===== src/rtl/matvec_engine.sv =====
// ---------------------------------------------------------------------------
// matvec_engine
//
// Drains ROWS row FIFOs (matrix A) and one vector FIFO (B) and computes the
// ROWS dot products A[i] . B using a skewed chain of multiply-accumulate
// lanes. Lane i starts reading its row one cycle after lane i-1, and B is
// delayed one register per lane, so each lane sees matching A/B elements.
//
// Ports
//   clk, rst   clock, synchronous active-high reset
//   start      single-cycle request to begin a run (needs all FIFOs non-empty)
//   a_data     row FIFO read data, lane i at [i*DW +: DW]
//   a_empty    row FIFO empty flags
//   a_rden     row FIFO read enables
//   b_data     vector FIFO read data
//   b_empty    vector FIFO empty flag
//   b_rden     vector FIFO read enable
//   busy       high during the run
//   done       one-cycle pulse once every result is final
//   err        sticky: a read was issued to an empty FIFO
//   result     lane i dot product at [i*ACCW +: ACCW]
// ---------------------------------------------------------------------------
module matvec_engine #(
   parameter int ROWS = 8,
   parameter int COLS = 8,
   parameter int DW   = 8,
   parameter int ACCW = 24
) (
   input  logic                 clk,
   input  logic                 rst,
   input  logic                 start,
   input  logic [ROWS*DW-1:0]   a_data,
   input  logic [ROWS-1:0]      a_empty,
   output logic [ROWS-1:0]      a_rden,
   input  logic [DW-1:0]        b_data,
   input  logic                 b_empty,
   output logic                 b_rden,
   output logic                 busy,
   output logic                 done,
   output logic                 err,
   output logic [ROWS*ACCW-1:0] result
);

   localparam int CW = $clog2(ROWS + COLS + 1);
   localparam logic [CW-1:0] LAST_CYC = CW'(ROWS + COLS - 1);
   localparam logic [CW-1:0] COLS_C   = CW'(COLS);

   typedef enum logic [1:0] {IDLE, RUN, DONE} state_t;

   state_t        state_reg, state_next;
   logic [CW-1:0] cyc_reg, cyc_next;
   logic          run;
   logic          accept;
   logic          err_reg;

   logic [DW-1:0]   b_pipe  [ROWS];
   logic [ACCW-1:0] acc_reg [ROWS];

   assign run    = (state_reg == RUN);
   assign accept = (state_reg == IDLE) && start && !(|a_empty) && !b_empty;

   // ---------------- FSM ----------------
   always_ff @(posedge clk) begin
      if (rst) begin
         state_reg <= IDLE;
         cyc_reg   <= '0;
      end else begin
         state_reg <= state_next;
         cyc_reg   <= cyc_next;
      end
   end

   always_comb begin
      state_next = state_reg;
      cyc_next   = cyc_reg;
      busy       = 1'b0;
      done       = 1'b0;
      b_rden     = 1'b0;
      case (state_reg)
         IDLE: begin
            if (accept) begin
               state_next = RUN;
               cyc_next   = '0;
            end
         end
         RUN: begin
            busy   = 1'b1;
            b_rden = (cyc_reg < COLS_C);
            if (cyc_reg == LAST_CYC) begin
               state_next = DONE;
               cyc_next   = '0;
            end else begin
               cyc_next = cyc_reg + 1'b1;
            end
         end
         DONE: begin
            done       = 1'b1;
            state_next = IDLE;
         end
         default: state_next = IDLE;
      endcase
   end

   // ---------------- underflow flag ----------------
   always_ff @(posedge clk) begin
      if (rst) begin
         err_reg <= 1'b0;
      end else if (accept) begin
         err_reg <= 1'b0;
      end else if ((|(a_rden & a_empty)) || (b_rden && b_empty)) begin
         err_reg <= 1'b1;
      end
   end

   assign err = err_reg;

   // ---------------- lanes ----------------
   // Window tests use (cyc - lo) < COLS: when cyc < lo the subtraction wraps
   // to a value >= 2^CW - ROWS, which always exceeds COLS because 2^CW holds
   // ROWS+COLS+1. This avoids a ">= 0" compare for lane 0.
   for (genvar gi = 0; gi < ROWS; gi++) begin : g_lane
      localparam logic [CW-1:0] RD_LO = CW'(gi);
      localparam logic [CW-1:0] AC_LO = CW'(gi + 1);

      logic [DW-1:0]   a_op;
      logic [2*DW-1:0] prod;
      logic            acc_en;

      // B delay line: element k is read in cycle k, valid at b_data in k+1,
      // and reaches lane i in cycle k+1+i, matching row i's read skew.
      if (gi == 0) begin : g_b0
         assign b_pipe[gi] = b_data;
      end else begin : g_bn
         logic [DW-1:0] b_stage_reg;
         always_ff @(posedge clk) begin
            if (rst) begin
               b_stage_reg <= '0;
            end else begin
               b_stage_reg <= b_pipe[gi-1];
            end
         end
         assign b_pipe[gi] = b_stage_reg;
      end

      assign a_rden[gi] = run && ((cyc_reg - RD_LO) < COLS_C);
      assign acc_en     = run && ((cyc_reg - AC_LO) < COLS_C);
      assign a_op       = a_data[gi*DW +: DW];
      assign prod       = (2*DW)'(a_op) * (2*DW)'(b_pipe[gi]);

      always_ff @(posedge clk) begin
         if (rst) begin
            acc_reg[gi] <= '0;
         end else if (accept) begin
            acc_reg[gi] <= '0;
         end else if (acc_en) begin
            acc_reg[gi] <= acc_reg[gi] + ACCW'(prod);
         end
      end

      assign result[gi*ACCW +: ACCW] = acc_reg[gi];
   end

endmodule


===== config.mk =====
export PLATFORM = sky130hd
export DESIGN_NAME = matvec_engine
export DESIGN_NICKNAME = d
export VERILOG_FILES = /design/src/rtl/matvec_engine.sv
export SDC_FILE = /design/constraint.sdc
export NUM_CORES = 2
export LEC_CHECK = 0
export ABC_AREA = 0
export CORE_ASPECT_RATIO = 0.7
export CORE_MARGIN = 3
export CORE_UTILIZATION = 55
export CTS_BUF_LIST = sky130_fd_sc_hd__clkbuf_16
export CTS_CLUSTER_DIAMETER = 120
export DETAILED_ROUTE_END_ITERATION = 8
export PLACE_DENSITY_LB_ADDON = 0.1
export SLEW_MARGIN = 20
export SYNTH_ARGS = -nofsm -noshare
export SYNTH_HDL_FRONTEND = slang
export SYNTH_SLANG_ARGS = --single-unit

===== constraint.sdc =====
create_clock -name clk -period 5.4 [get_ports clk]
set_input_delay 0.81 -clock clk [delete_from_list [all_inputs] [get_ports clk]]
set_output_delay 0.81 -clock clk [all_outputs]
set_load 0.01 [all_outputs]

layer_met1.png
Scale bar: 100 microns. Supply wires on this layer in grey.
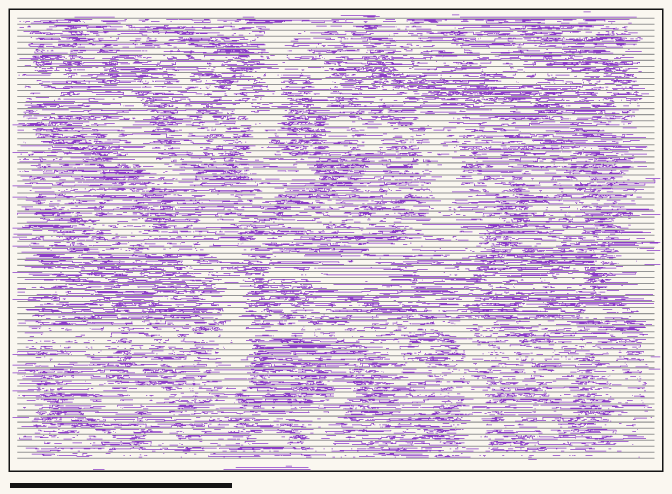
nets with wire on the layer: 4553
share of all routed wire: 45%
longest straight run: 79.6 microns
wire length on this layer: 37.6 mm
met1 global-route usage: 40.2%
Post-Route WL: 84200 microns
via count of the routed design: 25694

==> out/results.ini <==
[status]
outcome=finished, final reports clean

[global_route]
antenna_found_initial=2
globalRouteOverflowTotal=0
grt_pass1_vias=26679
grt_max_degree=53
grt_pass1_wl_microns=139000
track_usage_pct=28.0

[pwr]
powerComb_mw=2.59
netSwitchingPower_mw=2.36
netSwitchingFraction_pct=34.6
power.largest_group=combinational cells
combPwrFrac_pct=37.9
p_seq_share_pct=33.0
p_leak_nw=18.9
internal_power_mw=4.47
pg_clk_mw=1.99
pg_seq_mw=2.25
p_clk_share_pct=29.1
ir_drop_v=0.000250
total_power_mw=6.83
p_per_area_nw_per_um2=178

[detailed_routing]
avgRoutedWirePerCell_microns=17.6
routed_via_density=5.37
ant_nets=0
dr.pass1.iters=5
route.detailed.drc=0
initialDrtViolationCount=1467

[logic_synthesis]
top_cell_area_share_pct=25.1
syn_inst=3509
syn-num-nets=4327
yosys-top-cells-count=inv_1, fa_1, ha_1
async_flop_share_pct=0
yosys_cells=3509
largest_area_cell=fa_1
synth_cell_type_count=71
synth_top_cell_by_count=inv_1
numSynthFlops=256
area_leaders=fa_1, edfxtp_1, ha_1, inv_1, and2_1
postSynthSeqShare_pct=22.0
ys_chip_area_sq_um=32000
avgSynthCellArea_sq_um=9.11
yosys_most_used_dff=edfxtp_1
synth-edff-count=192
ys_warn_count=0
synth.cell_area_sq_um=32000

[final_timing]
finalMaxSlewViolations=0
hold_viol_final=0
min_period_over_period_pct=96.8
period_minus_slack_ns=5.23
hold_ws_ns=0.607
setup_ws_ns=0.173
tns_ns=0
worst_slew_pin_slew_ns=0.864
relSlewSlack_pct=42.4
fmax_mhz=191
skew_ns=0.0185
setup_violations=0
rsz0062_at_grt=false

[setup_path]
path_class=in2reg
path_max_fanout=8
critPathLaunchType=input pin
end_kind=register
required_ns=5.86
cp.arrival_ns=5.69

[clock_tree]
clk_latency_ns=0.61
cts_tree=yes
root_buffer=clkbuf_16
cts.clk_slew.worst_paths_ns=0.06
clockBufferDepth=3
hold_buffers=0
h-tree-depth=1
cts_resized=0
cts.sinks=256
numCtsBuffers=30
cts_setup_buffers=0

[finish]
lay_top_cells=inv_1, fa_1, ha_1, nand2_1, and2_1
area_growth_pct=20.0
largest_reg_flops=192
antenna_cells=0
fin_area_sq_um=38400
drive_gt1_share_pct=8.32
num-nets-final=4833
finish.utilization_pct=67.2
finalNonFillerCells=4789
mostFrequentLayoutCell=inv_1

[floorplan]
core_region_area_sq_um=57100
dieHeight_microns=208
rows=73
chipArea_sq_um=61100
dieWidth_microns=294
ios=288
initial_core_util_pct=56.0

[hold_path]
min_path_type=reg2reg

[flow_run]
warnings=30
maxCapViolCount=0

[placed_design]
dpl.hpwl_microns=69400
post-place-ws_ns=-0.383
placed_cell_area_sq_um=37400
io_buffers=287
gp_congestion=0.952
placedCellCount=4733

layer_met2.png
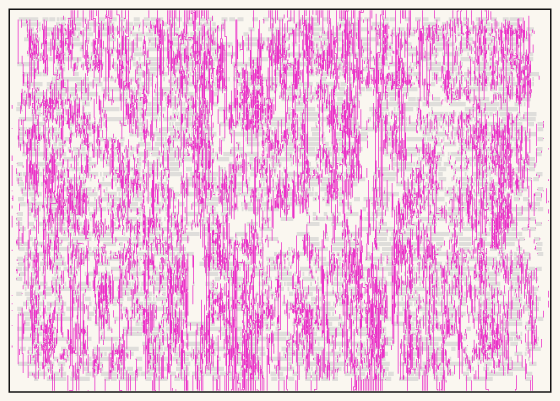
nets with wire on the layer: 4119
main direction: vertical
longest straight run: 67.0 microns
share of all routed wire: 46%

per-layer routing:
layer | vias to the layer above | global-route usage (%) | part of all wire [%]
li1 | 12166 | - | -
met1 | 12579 | 40.2 | 45
met2 | 821 | 45.1 | 46
met3 | 124 | 4.03 | 6.7
met4 | 4 | 6.33 | 2.3
met5 | - | 0 | 0.021
area by class of cell:
cell class                      count  area [sq um]
Clock buffer                       31           776
Clock inverter                     25           155
Fill cell                        4566         18700
Inverter                          800          3000
Multi-Input combinational cell   2381         21600
Sequential cell                   256          7050
Tap cell                          750           938
Timing Repair Buffer              546          4810
worst paths after layout:
| kind | startpoint | end | cells past startpoint | slack (ns) |
|---|---|---|---|---|
| max | a_data[62] | acc_reg[1][92]$_SDFFCE_PN0P_ | 17 | 0.17 |
| min | g_lane[5].g_bn.b_stage_reg[2]$_SDFF_PP0_ | g_lane[6].g_bn.b_stage_reg[2]$_SDFF_PP0_ | 1 | 0.61 |
| max reg2reg | g_lane[6].g_bn.b_stage_reg[0]$_SDFF_PP0_ | acc_reg[1][68]$_SDFFCE_PN0P_ | 15 | 0.41 |
| min reg2reg | g_lane[5].g_bn.b_stage_reg[2]$_SDFF_PP0_ | g_lane[6].g_bn.b_stage_reg[2]$_SDFF_PP0_ | 1 | 0.61 |
critical path, cell delays in order:
cell and delay (ns):
clkdlybuf4s50_1 0.65, nand2_1 0.12, fa_1 0.50, inv_1 0.06, fa_1 0.51, fa_1 0.59
inv_1 0.07, fa_1 0.48, inv_1 0.04, ha_1 0.33, o211ai_1 0.10, o21a_1 0.19
a211oi_1 0.28, o21ai_0 0.20, buf_4 0.19, or4_1 0.47, nand2_1 0.08
cells by family after synthesis:
family          synth area share [%]
compound gates                  8.89
xor+xnor                        2.58
fa+ha+maj                       38.1
buf+inv                         10.4
flops                           22.0
mux                            0.329
simple gates                    17.7
